<file path="src/rtl/hyper_cordic_pkg.sv">
// Shared definitions for the hyperbolic CORDIC sequencer: default widths,
// controller states and the built-in repeat schedule points.
package hyper_cordic_pkg;

  localparam int I_INT_WIDTH = 3;
  localparam int I_FRA_WIDTH = 12;
  localparam int IDWIDTH     = 1 + I_INT_WIDTH + I_FRA_WIDTH;

  // Shift indices that the hyperbolic iteration executes twice
  localparam int REPEAT_A = 4;
  localparam int REPEAT_B = 13;

  // 0.5 in theta's fixed-point format at the default fraction width
  localparam int HALF = 1 << (I_FRA_WIDTH - 1);

  typedef enum logic [1:0] {
    IDLE = 2'd0,
    PRE  = 2'd1,
    ITER = 2'd2,
    DONE = 2'd3
  } state_t;

endpackage

</file>
<file path="src/rtl/hyper_shift_sched.sv">
// Shift-index counter with the hyperbolic repeat flag. Starts at 1, holds
// once on each repeat point, and flags the final step of the schedule.
module hyper_shift_sched
  import hyper_cordic_pkg::*;
#(
  parameter int NITER = 16,
  parameter int SHW   = 5
) (
  input  logic           clk,
  input  logic           rst_n,
  input  logic           i_clear,
  input  logic           i_start,
  input  logic           i_advance,
  output logic [SHW-1:0] o_shift,
  output logic           o_last
);

  logic [SHW-1:0] r_shift;
  logic           r_rep;
  logic           w_is_rep_pt;
  logic           w_hold;

  // A repeat point whose flag is still clear runs its shift a second time
  assign w_is_rep_pt = (r_shift == SHW'(REPEAT_A)) || (r_shift == SHW'(REPEAT_B));
  assign w_hold      = w_is_rep_pt && !r_rep;
  assign o_last      = (r_shift == SHW'(NITER)) && !w_hold;
  assign o_shift     = r_shift;

  // Shift counter and repeat flag; the count returns to 0 after the last step
  always_ff @(posedge clk or negedge rst_n) begin
    if (!rst_n) begin
      r_shift <= {SHW{1'b0}};
      r_rep   <= 1'b0;
    end else if (i_clear) begin
      r_shift <= {SHW{1'b0}};
      r_rep   <= 1'b0;
    end else if (i_start) begin
      r_shift <= SHW'(1);
      r_rep   <= 1'b0;
    end else if (i_advance) begin
      if (o_last) begin
        r_shift <= {SHW{1'b0}};
        r_rep   <= 1'b0;
      end else if (w_hold) begin
        r_rep   <= 1'b1;
      end else begin
        r_shift <= r_shift + SHW'(1);
        r_rep   <= 1'b0;
      end
    end else begin
      r_shift <= r_shift;
      r_rep   <= r_rep;
    end
  end

endmodule

</file>
<file path="src/rtl/hyper_cordic_seq.sv">
// Iterative sequencer for the hyperbolic CORDIC datapath: accepts an angle,
// runs stage-1 range extension, then one micro-rotation per cycle, and holds
// the result valid until the consumer takes it.
module hyper_cordic_seq
  import hyper_cordic_pkg::*;
#(
  parameter int INT_WIDTH = I_INT_WIDTH,
  parameter int FRA_WIDTH = I_FRA_WIDTH,
  parameter int DWIDTH    = 1 + INT_WIDTH + FRA_WIDTH,
  parameter int NITER     = 16,
  parameter int SHW       = $clog2(NITER + 1)
) (
  input  logic                     clk,
  input  logic                     rst_n,
  input  logic                     iValid,
  input  logic signed [DWIDTH-1:0] iTheta,
  output logic                     oReady,
  input  logic                     iZSign,
  input  logic                     iClear,
  output logic                     oLoad,
  output logic                     oCompin,
  output logic                     oS1En,
  output logic                     oStep,
  output logic [SHW-1:0]           oShift,
  output logic                     oSign,
  output logic                     oValid,
  input  logic                     iReady
);

  // +/-0.5 bounds for the stage-1 bypass window, in theta's format
  localparam logic signed [DWIDTH-1:0] C_HALF_P = DWIDTH'(1 << (FRA_WIDTH - 1));
  localparam logic signed [DWIDTH-1:0] C_HALF_N = DWIDTH'(-(1 << (FRA_WIDTH - 1)));

  state_t         r_state;
  state_t         w_next;
  logic           r_compin;
  logic           w_accept;
  logic           w_in_half;
  logic [SHW-1:0] w_shift;
  logic           w_last;

  assign w_accept  = iValid && (r_state == IDLE) && !iClear;
  assign w_in_half = (iTheta >= C_HALF_N) && (iTheta < C_HALF_P);

  hyper_shift_sched #(
    .NITER (NITER),
    .SHW   (SHW)
  ) u_sched (
    .clk       (clk),
    .rst_n     (rst_n),
    .i_clear   (iClear),
    .i_start   (w_accept),
    .i_advance (r_state == ITER),
    .o_shift   (w_shift),
    .o_last    (w_last)
  );

  // Controller state register
  always_ff @(posedge clk or negedge rst_n) begin
    if (!rst_n) begin
      r_state <= IDLE;
    end else begin
      r_state <= w_next;
    end
  end

  // Bypass decision captured once per operand, at accept
  always_ff @(posedge clk or negedge rst_n) begin
    if (!rst_n) begin
      r_compin <= 1'b0;
    end else if (iClear) begin
      r_compin <= 1'b0;
    end else if (w_accept) begin
      r_compin <= w_in_half;
    end else begin
      r_compin <= r_compin;
    end
  end

  // Next-state logic; abort overrides accept and the result handshake
  always_comb begin
    w_next = r_state;
    case (r_state)
      IDLE:    w_next = iValid ? PRE : IDLE;
      PRE:     w_next = ITER;
      ITER:    w_next = w_last ? DONE : ITER;
      DONE:    w_next = iReady ? IDLE : DONE;
      default: w_next = IDLE;
    endcase
    if (iClear) begin
      w_next = IDLE;
    end else begin
      w_next = w_next;
    end
  end

  // Output decode from state; only oLoad and oSign see live inputs
  always_comb begin
    oReady  = 1'b0;
    oLoad   = 1'b0;
    oCompin = 1'b0;
    oS1En   = 1'b0;
    oStep   = 1'b0;
    oShift  = {SHW{1'b0}};
    oSign   = 1'b0;
    oValid  = 1'b0;
    case (r_state)
      IDLE: begin
        oReady = 1'b1;
        oLoad  = w_accept;
      end
      PRE: begin
        oS1En   = 1'b1;
        oCompin = r_compin;
        oSign   = iZSign;
      end
      ITER: begin
        oStep  = 1'b1;
        oShift = w_shift;
        oSign  = iZSign;
      end
      DONE: begin
        oValid = 1'b1;
      end
      default: begin
        oReady = 1'b0;
      end
    endcase
  end

endmodule

</file>
<file path="config.mk">
export PLATFORM = sky130hd
export DESIGN_NAME = hyper_cordic_seq
export DESIGN_NICKNAME = d
export VERILOG_FILES = /design/src/rtl/hyper_cordic_pkg.sv /design/src/rtl/hyper_shift_sched.sv /design/src/rtl/hyper_cordic_seq.sv
export SDC_FILE = /design/constraint.sdc
export NUM_CORES = 1
export LEC_CHECK = 0
export CAP_MARGIN = 0
export CORE_AREA = 3 3 44 53
export DETAILED_ROUTE_END_ITERATION = 8
export DIE_AREA = 0 0 47 56
export PLACE_DENSITY_LB_ADDON = 0.12
export SKIP_LAST_GASP = 1
export SLEW_MARGIN = 15
export SYNTH_ARGS = -nofsm -noshare
export SYNTH_HDL_FRONTEND = slang
export SYNTH_SLANG_ARGS = --single-unit
export TNS_END_PERCENT = 10
</file>
<file path="constraint.sdc">
create_clock -name clk -period 1.9 [get_ports clk]
set_input_delay 0.19 -clock clk [delete_from_list [all_inputs] [get_ports clk]]
set_output_delay 0.19 -clock clk [all_outputs]
set_load 0.02 [all_outputs]
</file>
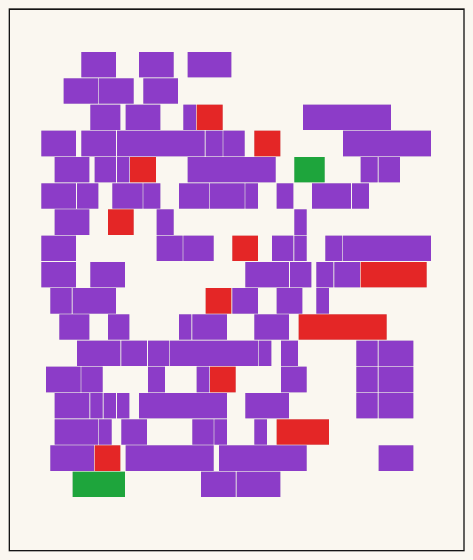
(cells by drive strength)
Key: green = _2 cells [cells 2, share 1.9%]; purple = _0 and _1 cells [cells 93, share 88%]; red = _3 and _4 cells [cells 11, share 10%]

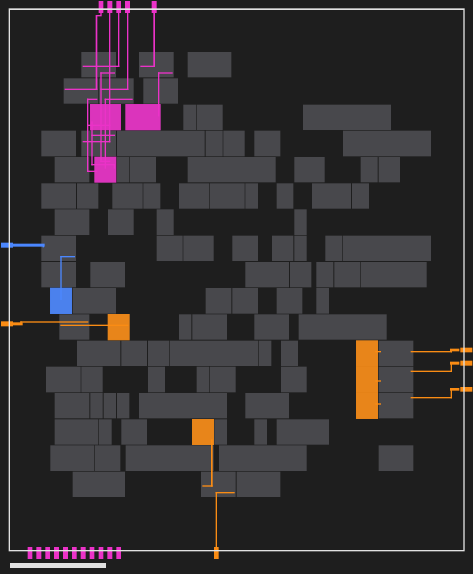
(port wiring)
Bar = 10 µm.
Key: blue = iZSign [bits 1, direction input, edge west, end cells 1, buffers 1, wire 9.00 µm]; orange = oShift [bits 5, direction output, edge 3 east, 1 south, 1 west, end cells 5, buffers 5, wire 45.5 µm]; magenta = iTheta [bits 16, direction input, edge 11 south, 5 north, end cells 3, buffers 5, wire 103 µm]

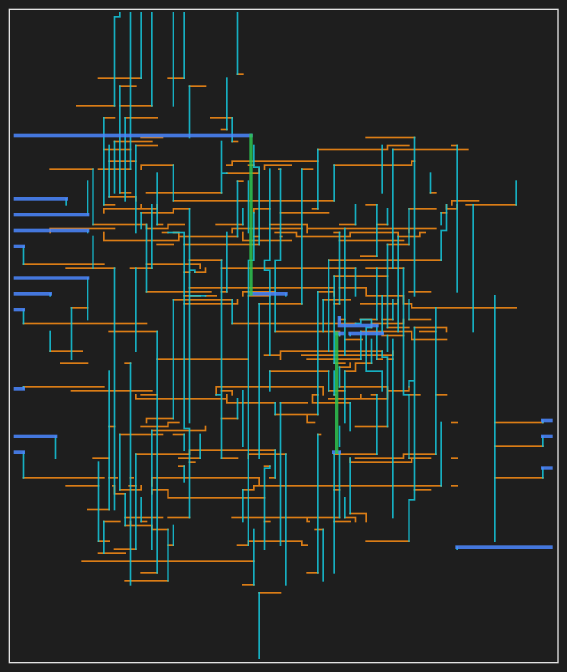
(wiring by layer)
Key: blue = metal 3 [wire length 72.7 µm]; orange = metal 1 [wire length 720 µm]; cyan = metal 2 [wire length 859 µm]; green = metal 4 [wire length 23.8 µm]

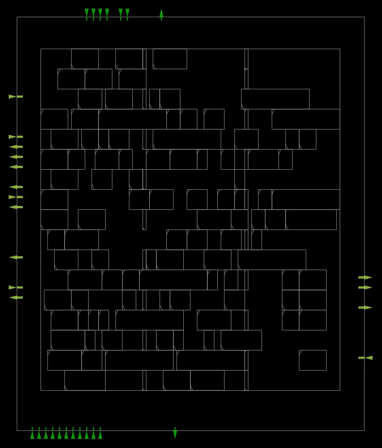
(placement view)
core area: 0.00187 mm²
flop count: 9
flop share of the area: 21.8%

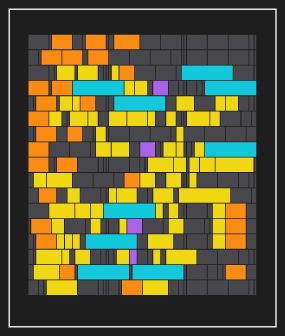
(placement by cell class)
Fill, decap, tap and diode cells in gray.
Key: purple = clock drivers and dummy loads [cells 4, share of their area 2.6%]; yellow = combinational and other logic [cells 66, share of their area 49%]; cyan = flops [cells 9, share of their area 22%]; orange = other buffers and delay cells [cells 27, share of their area 26%]

-- where the power goes --
part	leakage [nW]	internal (mW)	switching [mW]
registers	0.122	0.206	0.0193
logic	0.319	0.135	0.130
clock network	0.0150	0.0808	0.0652
total	0.456	0.422	0.215
-- cells in the mapped netlist --
library cell and instances:
and2_1 7, nor4b_1 1, clkbuf_1 1, ha_1 8, dfrtp_1 9, nor3b_1 2
nor2b_1 2, nor4bb_4 1, and3_1 1, nor4_1 1, a211o_1 1, a21oi_1 6
or4_1 1, o21ai_0 2, a2111o_1 1, buf_2 1, nand2b_1 2, mux2i_1 2
and4b_1 1, inv_1 4, nor3b_4 1, nor3_1 1, a21o_1 1, a311oi_1 1
nor2_1 3, nand3_1 1, nand2_1 7, a21boi_1 1, and4_1 1, nand4_1 1
a211oi_1 2, mux2_4 1, a32o_1 1, o21ai_2 1
-- stage by stage --
stage	cell area, µm²	std cells
6_report	1030	125
5_1_grt	1030	125
4_1_cts	1030	125
3_5_place_dp	1000	121
3_3_place_gp	1000	121
2_1_floorplan	731	77
-- metal layers --
| layer | up-vias | wire [µm] |
|---|---|---|
| li1 | 334 | - |
| met1 | 314 | 720 |
| met2 | 21 | 858 |
| met3 | 4 | 72 |
| met4 | 0 | 23 |
| met5 | - | 0 |
-- sequential cells by signal, summed over array words and instances, names as in the netlist --
signal,flops
r_compin,1
r_state,2
u_sched.o_shift,5
u_sched.r_rep,1
-- worst max-delay path by stage --
| stage | cells past startpoint | endpoint | slack, ns |
|---|---|---|---|
| final | 4 | oShift[0] | -0.06 |
| after global routing | 4 | oShift[0] | -0.17 |
| after detailed placement | 4 | oShift[0] | 0.13 |
| after floorplan | 5 | u_sched.o_shift[2]$_DFFE_PN0P_ | 0.32 |
| after CTS | 4 | oShift[0] | -0.09 |
| after global placement | 4 | oShift[1] | 0.13 |
-- area by class of cell --
cell class              instances  share of cell area (%)
flip-flops and latches          9                    21.8
multi-input cells              62                    46.9
clock buffers                   4                    2.54
inverters                       4                    1.45
repair buffers                 27                    25.1
well taps                      19                    2.30
-- repair_timing --
action | CTS | global route
pin swaps | 0 | 0
gates resized | 2 | 1
setup endpoints to repair | 10 | 10
-- placed cells by master, fill, tap and decap left out, types with 2 or more instances in the layout --
cell	count
and2_1	7
dfrtp_1	9
inv_1	4
nor2_1	3
nor2b_1	2
ha_1	7
clkdlybuf4s50_1	20
nor3b_1	2
nand2b_1	2
o21ai_0	2
a211oi_1	2
mux2i_1	2
a21oi_1	6
clkbuf_4	3
nand2_1	7
buf_4	5
-- cell families (layout without fill, tap and decap cells) --
group,Yosys count,after routing,share of synthesized area (%)
adder cells (fa/ha/maj),8,8,13.7
flip-flops,9,9,30.8
AND/OR/NAND/NOR,34,34,31.3
buffers and inverters,6,35,3.25
multiplexers,3,3,4.79
AND-OR/OR-AND,17,17,16.1
==> flow_summary.yaml <==
# synthesis and place-and-route metrics
sta:
  slew_headroom_pct: 70.6
  fin_crit_sh_pct: 103
  hold_viol_final: 0
  hold-worst-slack_ns: 0.242
  setup_viol_count_final: 7
  setup_tns_ns: -0.273
  final.setup_skew_ns: 0.000233
  layout_min_cycle_time_ns: 1.96
  fmax_ghz: 0.510
  fin_ws_ns: -0.0596
  tightest_slew_ns: 0.439
  finalMaxSlewViolations: 0
  rsz0062_at_grt: "yes"
setup_path:
  slowest_stage: "clkdlybuf4s50_1"
  worst-path-buf-inv: 2
  r2r_cells: 6
  critical_path_class: "reg2out"
  crit_path_start: "r_state[0]$_DFF_PN0_"
  cp_cell_sequence: "inv_1 -> ha_2 -> and2_1 -> clkdlybuf4s50_1"
  end_kind: "output pin"
  r2r_slack_ns: 0.20
  r2r_end: "u_sched.o_shift[2]$_DFFE_PN0P_"
  critical_path.max_fanout: 9
  r2r_start: "r_state[1]$_DFF_PN0_"
  cp_top_family: "buffers and inverters"
  cpPeakStageDelay_ns: 0.59
  required_ns: 1.71
  worst_setup_path_start_kind: "flip-flop"
  crit_arrival_ns: 1.77
yosys:
  ys_ff: 9
  synthTopCellsByArea: "dfrtp_1 (31%), ha_1 (14%), and2_1 (6.0%)"
  synthCells: 77
  yosys_warnings: 0
  syn_area_per_cell_um2: 9.49
  ys_seq_share_pct: 30.8
  synthesis.nets: 107
  synth_chip_area_um2: 731
  syn_area_um2: 731
  yosysTopAreaCellShare_pct: 30.8
  top_area_cell: "dfrtp_1"
  yosysUniqueCellTypes: 34
  ys_cells: 77
power_and_ir_drop:
  p_per_area_mw_per_mm2: 616
  p_leak_nw: 0.456
  ir_drop_v: 0.000439
  power_uw: 636
die:
  die_x_um: 47
  chipArea_mm2: 0.00263
  fp_util_pct: 39.0
  pin_count: 34
  fp-row-count: 17
  chipHeight_um: 56
clock_network:
  cts-htree-levels: 1
  cts_made_buffers: 3
  path_clk_slew_ns: 0.06
  cts_hold_buf: 0
  tritoncts: "yes"
  cts_buffer_depth: 2
  clock_sinks: 9
  cts_root_buf: "clkbuf_4"
  post_cts_buffers: 0
  clk_latency_ns: 0.25
final_layout:
  fin_util_pct: 55.2
  mi_logic_area_um2: 484
  nFillCells: 180
  synthToLayoutAreaGrowth_pct: 41.4
  drive_above_1_share_pct: 12.3
  nets: 137
  seq_area_um2: 225
  antenna_cells: 0
job:
  drv_cap: 0
  warnings: 45
placement:
  dp_hpwl_um: 1310
  dpl_worst_slack_ns: 0.134
  gp_congestion: 0.812
  numPortBuffers: 22
global_routing:
  grt_max_degree: 10
  grt_overflow_total: 0
  antenna_found_initial: 0
  grtUsageTotal_pct: 14.8
  top_usage_layer: "met2"
  grtUsageMet3_pct: 2.91
  met1_usage_pct: 17.7
  met2_usage_pct: 23.5
  first_global_vias: 675
  grt_pass1_wl_um: 2880
worst_hold_path:
  hp-class: "in2async"
routing:
  wl_um: 1680
  wl_per_cell_um: 13.4
  viasPerCell: 5.38
  drt_iter0_drc: 11
  ant_nets: 0
  vias: 673
  firstDrtPassIters: 4
  drc: 0
status:
  violations: "setup timing"
  status: "finished, violations left"
Power figures rest on the tool's default switching activity, not on a simulated workload.
